[src/rtl/uart_pkg.sv]
// Shared types and helpers for the UART transmit path.
package uart_pkg;

    typedef enum logic [2:0] {
        ST_IDLE   = 3'd0,
        ST_START  = 3'd1,
        ST_DATA   = 3'd2,
        ST_PARITY = 3'd3,
        ST_STOP   = 3'd4
    } tx_state_t;

    localparam logic PARITY_EVEN = 1'b0;
    localparam logic PARITY_ODD  = 1'b1;

    // Parity over up to 9 data bits; narrower words are zero-extended by the caller.
    function automatic logic calc_parity(input logic [8:0] data, input logic typ);
        return (typ == PARITY_ODD) ? ~^data : ^data;
    endfunction

endpackage

[src/rtl/uart_baud_cnt.sv]
// Bit-period down-counter: bit_tick marks the last clock of each bit period.
module uart_baud_cnt #(
    parameter int PRESCALE_W = 16
) (
    input  logic                  clk,
    input  logic                  rst_n,
    input  logic                  load,
    input  logic [PRESCALE_W-1:0] prescale,
    output logic                  bit_tick
);

    logic [PRESCALE_W-1:0] period_q;
    logic [PRESCALE_W-1:0] cnt_q;
    logic [PRESCALE_W-1:0] load_val;

    // A prescale of zero behaves as one clock per bit.
    always_comb begin
        load_val = '0;
        if (prescale != '0) begin
            load_val = prescale - PRESCALE_W'(1);
        end
    end

    // Restart on frame load, otherwise count down and reload on expiry.
    always_ff @(posedge clk or negedge rst_n) begin
        if (!rst_n) begin
            period_q <= '0;
            cnt_q    <= '0;
        end else if (load) begin
            period_q <= load_val;
            cnt_q    <= load_val;
        end else if (cnt_q == '0) begin
            cnt_q    <= period_q;
        end else begin
            cnt_q    <= cnt_q - PRESCALE_W'(1);
        end
    end

    // Tick on the final clock of the current bit period.
    always_comb begin
        bit_tick = (cnt_q == '0);
    end

endmodule

[src/rtl/uart_tx_frame_gen.sv]
// UART transmitter: holding register, frame FSM and registered serial output.
module uart_tx_frame_gen
    import uart_pkg::*;
#(
    parameter int DATA_WIDTH = 8,
    parameter int PRESCALE_W = 16
) (
    input  logic                  CLK,
    input  logic                  RST,
    input  logic [DATA_WIDTH-1:0] P_DATA,
    input  logic                  data_valid,
    output logic                  data_ready,
    input  logic                  party_en,
    input  logic                  party_typ,
    input  logic                  stop2,
    input  logic [PRESCALE_W-1:0] prescale,
    output logic                  Tx_OUT,
    output logic                  busy,
    output logic                  frame_done
);

    localparam int IDX_W = (DATA_WIDTH > 1) ? $clog2(DATA_WIDTH) : 1;

    // Holding register (one word plus its per-frame configuration)
    logic                  hold_full_q;
    logic [DATA_WIDTH-1:0] hold_data_q;
    logic                  hold_pe_q;
    logic                  hold_pt_q;
    logic                  hold_s2_q;
    logic [PRESCALE_W-1:0] hold_ps_q;

    // Active frame state
    tx_state_t             state_q, state_nxt;
    logic [DATA_WIDTH-1:0] shift_q, shift_nxt;
    logic [IDX_W-1:0]      bit_idx_q, bit_idx_nxt;
    logic                  stop_idx_q, stop_idx_nxt;
    logic                  par_en_q;
    logic                  par_bit_q;
    logic                  stop2_q;
    logic                  tx_q, tx_nxt;
    logic                  done_q, done_nxt;

    logic accept;
    logic load;
    logic bit_tick;

    always_comb begin
        accept     = data_valid && !hold_full_q;
        data_ready = !hold_full_q;
        busy       = (state_q != ST_IDLE);
        Tx_OUT     = tx_q;
        frame_done = done_q;
    end

    uart_baud_cnt #(
        .PRESCALE_W(PRESCALE_W)
    ) u_baud (
        .clk      (CLK),
        .rst_n    (RST),
        .load     (load),
        .prescale (hold_ps_q),
        .bit_tick (bit_tick)
    );

    // Holding register: fill on handshake, free when the FSM takes the word.
    always_ff @(posedge CLK or negedge RST) begin
        if (!RST) begin
            hold_full_q <= 1'b0;
            hold_data_q <= '0;
            hold_pe_q   <= 1'b0;
            hold_pt_q   <= 1'b0;
            hold_s2_q   <= 1'b0;
            hold_ps_q   <= '0;
        end else if (accept) begin
            hold_full_q <= 1'b1;
            hold_data_q <= P_DATA;
            hold_pe_q   <= party_en;
            hold_pt_q   <= party_typ;
            hold_s2_q   <= stop2;
            hold_ps_q   <= prescale;
        end else if (load) begin
            hold_full_q <= 1'b0;
        end
    end

    // Frame state registers; configuration is frozen at load time.
    always_ff @(posedge CLK or negedge RST) begin
        if (!RST) begin
            state_q    <= ST_IDLE;
            shift_q    <= '0;
            bit_idx_q  <= '0;
            stop_idx_q <= 1'b0;
            par_en_q   <= 1'b0;
            par_bit_q  <= 1'b0;
            stop2_q    <= 1'b0;
            tx_q       <= 1'b1;
            done_q     <= 1'b0;
        end else begin
            state_q    <= state_nxt;
            shift_q    <= shift_nxt;
            bit_idx_q  <= bit_idx_nxt;
            stop_idx_q <= stop_idx_nxt;
            tx_q       <= tx_nxt;
            done_q     <= done_nxt;
            if (load) begin
                par_en_q  <= hold_pe_q;
                par_bit_q <= calc_parity(9'(hold_data_q), hold_pt_q);
                stop2_q   <= hold_s2_q;
            end
        end
    end

    // Next-state logic; the line level is derived from the next state so Tx_OUT stays a flop.
    always_comb begin
        state_nxt    = state_q;
        shift_nxt    = shift_q;
        bit_idx_nxt  = bit_idx_q;
        stop_idx_nxt = stop_idx_q;
        load         = 1'b0;
        done_nxt     = 1'b0;
        tx_nxt       = 1'b1;

        unique case (state_q)
            ST_IDLE: begin
                if (hold_full_q) begin
                    state_nxt = ST_START;
                    load      = 1'b1;
                end
            end
            ST_START: begin
                if (bit_tick) begin
                    state_nxt = ST_DATA;
                end
            end
            ST_DATA: begin
                if (bit_tick) begin
                    if (bit_idx_q == IDX_W'(DATA_WIDTH - 1)) begin
                        state_nxt = par_en_q ? ST_PARITY : ST_STOP;
                    end else begin
                        bit_idx_nxt = bit_idx_q + IDX_W'(1);
                        shift_nxt   = shift_q >> 1;
                    end
                end
            end
            ST_PARITY: begin
                if (bit_tick) begin
                    state_nxt = ST_STOP;
                end
            end
            ST_STOP: begin
                if (bit_tick) begin
                    if (stop2_q && !stop_idx_q) begin
                        stop_idx_nxt = 1'b1;
                    end else begin
                        done_nxt = 1'b1;
                        if (hold_full_q) begin
                            state_nxt = ST_START;
                            load      = 1'b1;
                        end else begin
                            state_nxt = ST_IDLE;
                        end
                    end
                end
            end
            default: begin
                state_nxt = ST_IDLE;
            end
        endcase

        if (load) begin
            shift_nxt    = hold_data_q;
            bit_idx_nxt  = '0;
            stop_idx_nxt = 1'b0;
        end

        unique case (state_nxt)
            ST_START:  tx_nxt = 1'b0;
            ST_DATA:   tx_nxt = shift_nxt[0];
            ST_PARITY: tx_nxt = par_bit_q;
            default:   tx_nxt = 1'b1;
        endcase
    end

endmodule

[config.mk]
export PLATFORM = sky130hd
export DESIGN_NAME = uart_tx_frame_gen
export DESIGN_NICKNAME = d
export VERILOG_FILES = /design/src/rtl/uart_pkg.sv /design/src/rtl/uart_baud_cnt.sv /design/src/rtl/uart_tx_frame_gen.sv
export SDC_FILE = /design/constraint.sdc
export NUM_CORES = 1
export LEC_CHECK = 0
export CORE_UTILIZATION = 55
export DETAILED_ROUTE_END_ITERATION = 6
export HOLD_SLACK_MARGIN = 0.02
export PLACE_DENSITY = 0.73
export REMOVE_ABC_BUFFERS = 1
export SYNTH_ARGS = -nofsm -noshare
export SYNTH_HDL_FRONTEND = slang
export SYNTH_SLANG_ARGS = --single-unit
[constraint.sdc]
create_clock -name CLK -period 3.7 [get_ports CLK]
set_input_delay 0.74 -clock CLK [delete_from_list [all_inputs] [get_ports CLK]]
set_output_delay 0.74 -clock CLK [all_outputs]
set_load 0.005 [all_outputs]
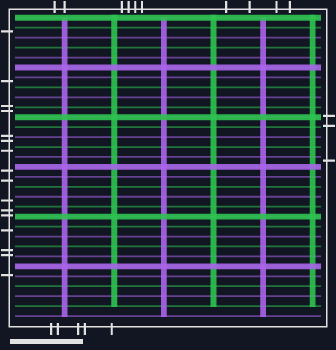
Fig. 1. PDN straps and rails.
The bar under the picture is 20 um long. Pins as bars on the die edge.
Key: VDD = green; VSS = purple
The core has 30 rows. 31 met1 rails follow the rows. 6 straps on met4.

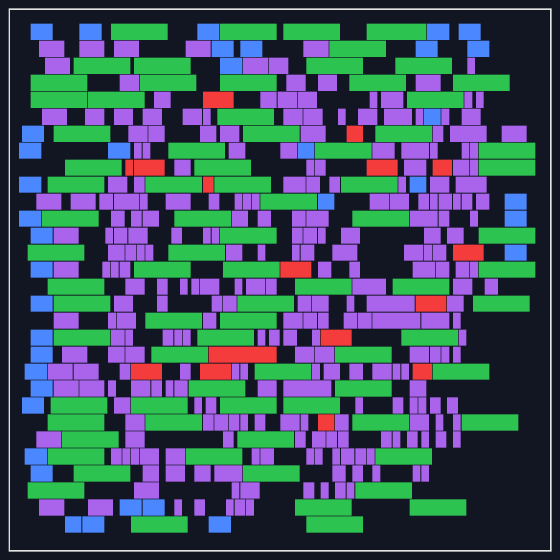
Fig. 2. Cell classes on the final placement.
Key: clock drivers and dummy loads = red [cells 16, share of their area 4.4%]; other buffers and delay cells = blue [cells 37, share of their area 8.1%]; flops = green [cells 80, share of their area 46%]; all other logic = purple [cells 272, share of their area 42%]

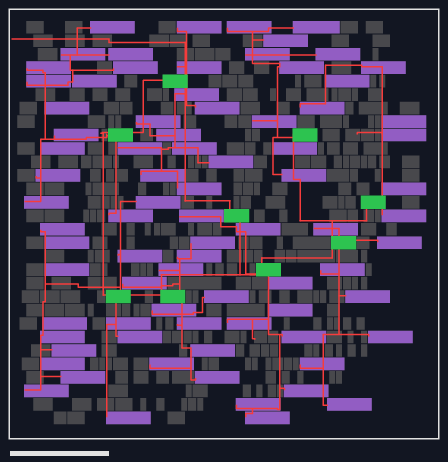
Fig. 3. Clock wires, drivers and flops.
The bar under the picture is 20 um long.
Key: cells driving clock nets = green [count 9]; clock wires = red [length 938 um]; flip-flops = purple [count 80]
Position of the flops: widely spread.

==> flow_results.org <==
* Flow results

** Global route
- Initial antenna violation count :: 0
- Via count of the first global-routing pass :: between 2000 and 3000
- After global routing the overflow that remains totals 0.
- The first global-routing pass estimated 13.2 mm of wire.
- Total routing usage reported by global routing :: roughly 23%
- Largest net degree at the start of global routing :: approximately 80

** Synth
- Top cells by area :: dfrtp_1 (50%), mux2_2 (8.0%), xnor2_1 (4.5%)
- Post-synth tally of flip-flops with integrated enable :: 0
- Synth async-reset ratio :: 100%
- Yosys Chip Area :: just under 4000 um2
- Yosys stat counts ~370 cells in the synthesized netlist.
- Netlist cell types :: about 48
- Mean instance size in the synthesized netlist :: approximately 11 um2
- Dominant Register Cell :: dfrtp_1
- Yosys top cell by area :: dfrtp_1
- After synthesis, flip-flops and latches occupy 51.1% of the total area.
- Per the post-synthesis report, the number of cells in the design is between 300 and 400.
- After synthesis the netlist holds a flip-flop and latch count of around 80.
- Post-Syn Area :: about 3900 um2
- In this run the biggest area consumer among cell types represents just over 50% of the synthesized area.
- The Yosys step of the flow raised 0 warnings.

** Timing
- The final timing report lists clock skew as 0.00881 ns.
- Measured slew at the worst slew-check pin :: ~1 ns
- Setup Total Neg Slack :: 0 ns
- The final hold violation count recorded for this run is 0.
- Setup repair after global routing left no endpoint under its margin.
- Pins over their slew limit in the final report were tallied at 0.
- Counting I/O delays and the setup requirement, the final critical path takes 2.86 ns.
- Setup-failing EPs final :: 0
- Maximum clock frequency :: ~350 MHz
- Headroom to the max-slew limit came out at about a third.
- Final period util :: between 70% and 80%

** Cells and area
- Relative to the synthesized area, the layout overhead comes to 15.2%.
- Number of nets in the layout :: about 430
- Total of fill cells in the finished design :: 541
- Most frequently placed logic cell in the final layout :: dfrtp_1
- The library cells used most frequently in the layout, excluding fill and tap cells, are dfrtp_1 (79), nand2_1 (46), clkdlybuf4s50_1 (32).
- Cells with a size suffix above 1 make up about 15% of the layout.
- Share of the core filled with cells :: 66.1%
- Cell area after layout :: 4520 um2
- Inserted Diodes :: 0
- Non-filler cells in the finished layout :: approximately 500

** Run
- The report counts max-capacitance violations totalling 0.
- The number of warnings reported in the stage logs is 25.

** Placed design
- After detailed placement, the design holds a cell count of slightly below 500.
- DP Wirelength :: a little over 5 mm
- In this run the tool buffered the top-level ports with 33 buffer cells.
- Total placed instance area :: 4320 um2
- The placement summary gives the final routability congestion estimate as between 0.8 and 0.9.

** Route
- The routed design shows a via density per instance of roughly 5.5.
- DRT Wirelength :: 7.47 mm
- Remaining number of nets flagged by the antenna check after routing :: 0
- Via total after detailed routing :: 2749
- TritonRoute reported its final design rule violation total as 0.
- Per-cell routed wire length :: 14.9 um
- Detailed-route iteration 0 reported a violation count of around 190.
- Number of detailed-route iterations in the first pass :: 4

** Power and ir drop
- VDD IR-drop max :: around 0.37 mV
- Static leakage :: 1.92 nW
- The completed layout was analyzed and its total power is 3.54 mW.
- For this design the ratio of total power to cell area is 784 nW/um2.

** CTS
- Per the CTS log, the maximum H-tree level is 3.
- Clk root buf :: clkbuf_8
- The number of hold buffers added after CTS was 0.
- TritonCTS built the clock tree.
- No sink is reached through more buffers than the 2 on the longest clock path.
- Number of cells upsized or downsized after cts :: 0
- Post-CTS repair timing setup buffer count :: 0
- On the worst setup and hold paths after CTS, the clock-pin slew comes to 0.08 ns.

** Die
- Num ports :: 34
- According to the floorplan report, the die width is 86.5 um.
- Die boundary height :: about 86 um
- The region available for standard cell placement spans 6830 um2.
- Die ar. :: roughly 7500 um2
- The share of the core area taken by cells at floorplan is between 50% and 60%.
- According to the floorplan log, the row count is 30.

** Critical path
- The setup path with the least slack is of type reg -> reg.
- The worst setup path is captured at a flop.
- The most critical setup path has its startpoint at u_baud.cnt_q[0].
- According to the timing report, the critical path is captured at shift_q[2].
- The OpenROAD report gives the critical path a data arrival time of slightly above 3 ns.
- Crit path launch type :: flop
- Crit path required time :: between 3 and 4 ns
- The critical path maximum fanout is 27.
- Counting cells, the worst reg-to-reg path comes to 9.
- Looking at the reg2reg group, the worst path starts from u_baud.cnt_q[0].
- Setup slack on the worst flop-to-flop path :: about 0.84 ns
- Endpoint of the most critical register-to-register path :: shift_q[2]

** Status
- The flow ran to the end, and the final reports show no timing, DRC or antenna violations.

** Hold path
- STA lists the startpoint of the worst hold path as hold_s2_q.
- In this run the worst hold path is classified as reg -> reg.
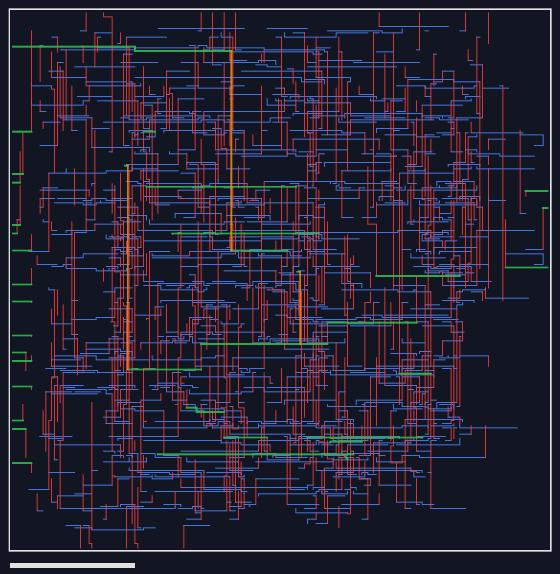
Fig. 4. Signal wires by layer.
The bar under the picture is 20 um long.
Key: met1 = blue [wire length 3550 um]; met4 = orange [wire length 76.2 um]; met2 = red [wire length 3570 um]; met3 = green [wire length 273 um]

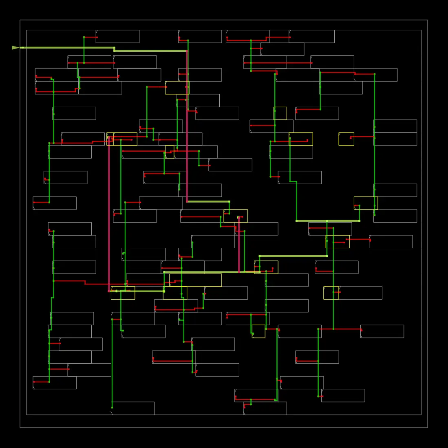
Fig. 5. Clock wiring as the flow saved it.
total clock buffers created by CTS: 9
insertion delay of the later-clocked pin in the worst-skew pair: 0.35 ns
clock group total power: 0.642 mW
CTS Sinks: 80

## metal layers
metal	vias to the layer above	part of all wire, %	GRT usage [%]
met4	0	1.0	5.76
li1	1367	-	-
met2	52	48	36.0
met5	-	0	0
met1	1324	48	31.4
met3	6	3.7	6.10
## synthesized netlist by cell type, drive strengths merged, types with 5 or more instances
cell,instances
dfrtp,79
nand2,46
nor2,30
mux2,28
o21ai,28
xnor2,20
buf,10
nor3,10
o22ai,10
xor2,10
a21oi,9
a21o,8
nor4,8
a22o,7
inv,7
clkbuf,6
or3,6
mux2i,5
nand3b,5
## sequential cells by signal, indices dropped and copies added (netlist names)
register and flops:
hold_ps_q 16, u_baud.cnt_q 16, u_baud.period_q 16, hold_data_q 8, shift_q 8, bit_idx_q 3, state_q 3, Tx_OUT 1
frame_done 1, hold_full_q 1, hold_pe_q 1, hold_pt_q 1, hold_s2_q 1, par_bit_q 1, par_en_q 1, stop2_q 1
stop_idx_q 1
## report_power, final
group | internal, mW | switching (mW) | leakage (nW)
Clock | 0.315 | 0.326 | 0.0933
Combinational | 0.661 | 0.622 | 0.855
Sequential | 1.26 | 0.356 | 0.974
## cell families (layout without fill, tap and decap cells)
logic type      Yosys count  count (layout)  synth area share (%)
simple gates            127             127                  17.3
flops                    80              80                  51.1
compound gates           71              71                  11.6
mux                      33              33                  9.31
xor+xnor                 30              30                  6.70
buf+inv                  23              60                  2.71
fa+ha+maj                 4               4                  1.28
## final cells by class
cell class / count / area [um2] / share of cell area (%)
clock buffer: 10 / 128 / 2.82
inverter: 7 / 26.3 / 0.582
timing repair buffer: 37 / 358 / 7.92
clock inverter: 6 / 67.6 / 1.50
sequential: 80 / 2000 / 44.3
multi-input combinational: 265 / 1820 / 40.2
tap: 96 / 120 / 2.66
## worst min-delay path by stage
stage                                     to  depth (start not counted)
final                                stop2_q                          2
after global routing              shift_q[2]                          1
after CTS                            stop2_q                          2
after detailed placement             stop2_q                          2
after global placement    u_baud.period_q[6]                          2
after floorplan                      stop2_q                          2
## critical path, stage by stage, from the launching register on
cell,delay (ns)
dfrtp_1,0.41
inv_1,0.07
ha_1,0.23
nor4b_2,0.37
nand4_4,0.37
nand2b_4,0.29
a21oi_4,0.30
buf_4,0.34
nor2_1,0.17
a21o_1,0.20
## stage by stage
step | hold slack, ns | worst slack (ns)
floorplan | 0.435 | 0.941
global placement | 0.457 | 0.920
detailed placement | 0.458 | 0.852
CTS | 0.483 | 0.819
global route | 0.496 | 0.601
finish | 0.483 | 0.844
Power and IR drop assume default switching activity.
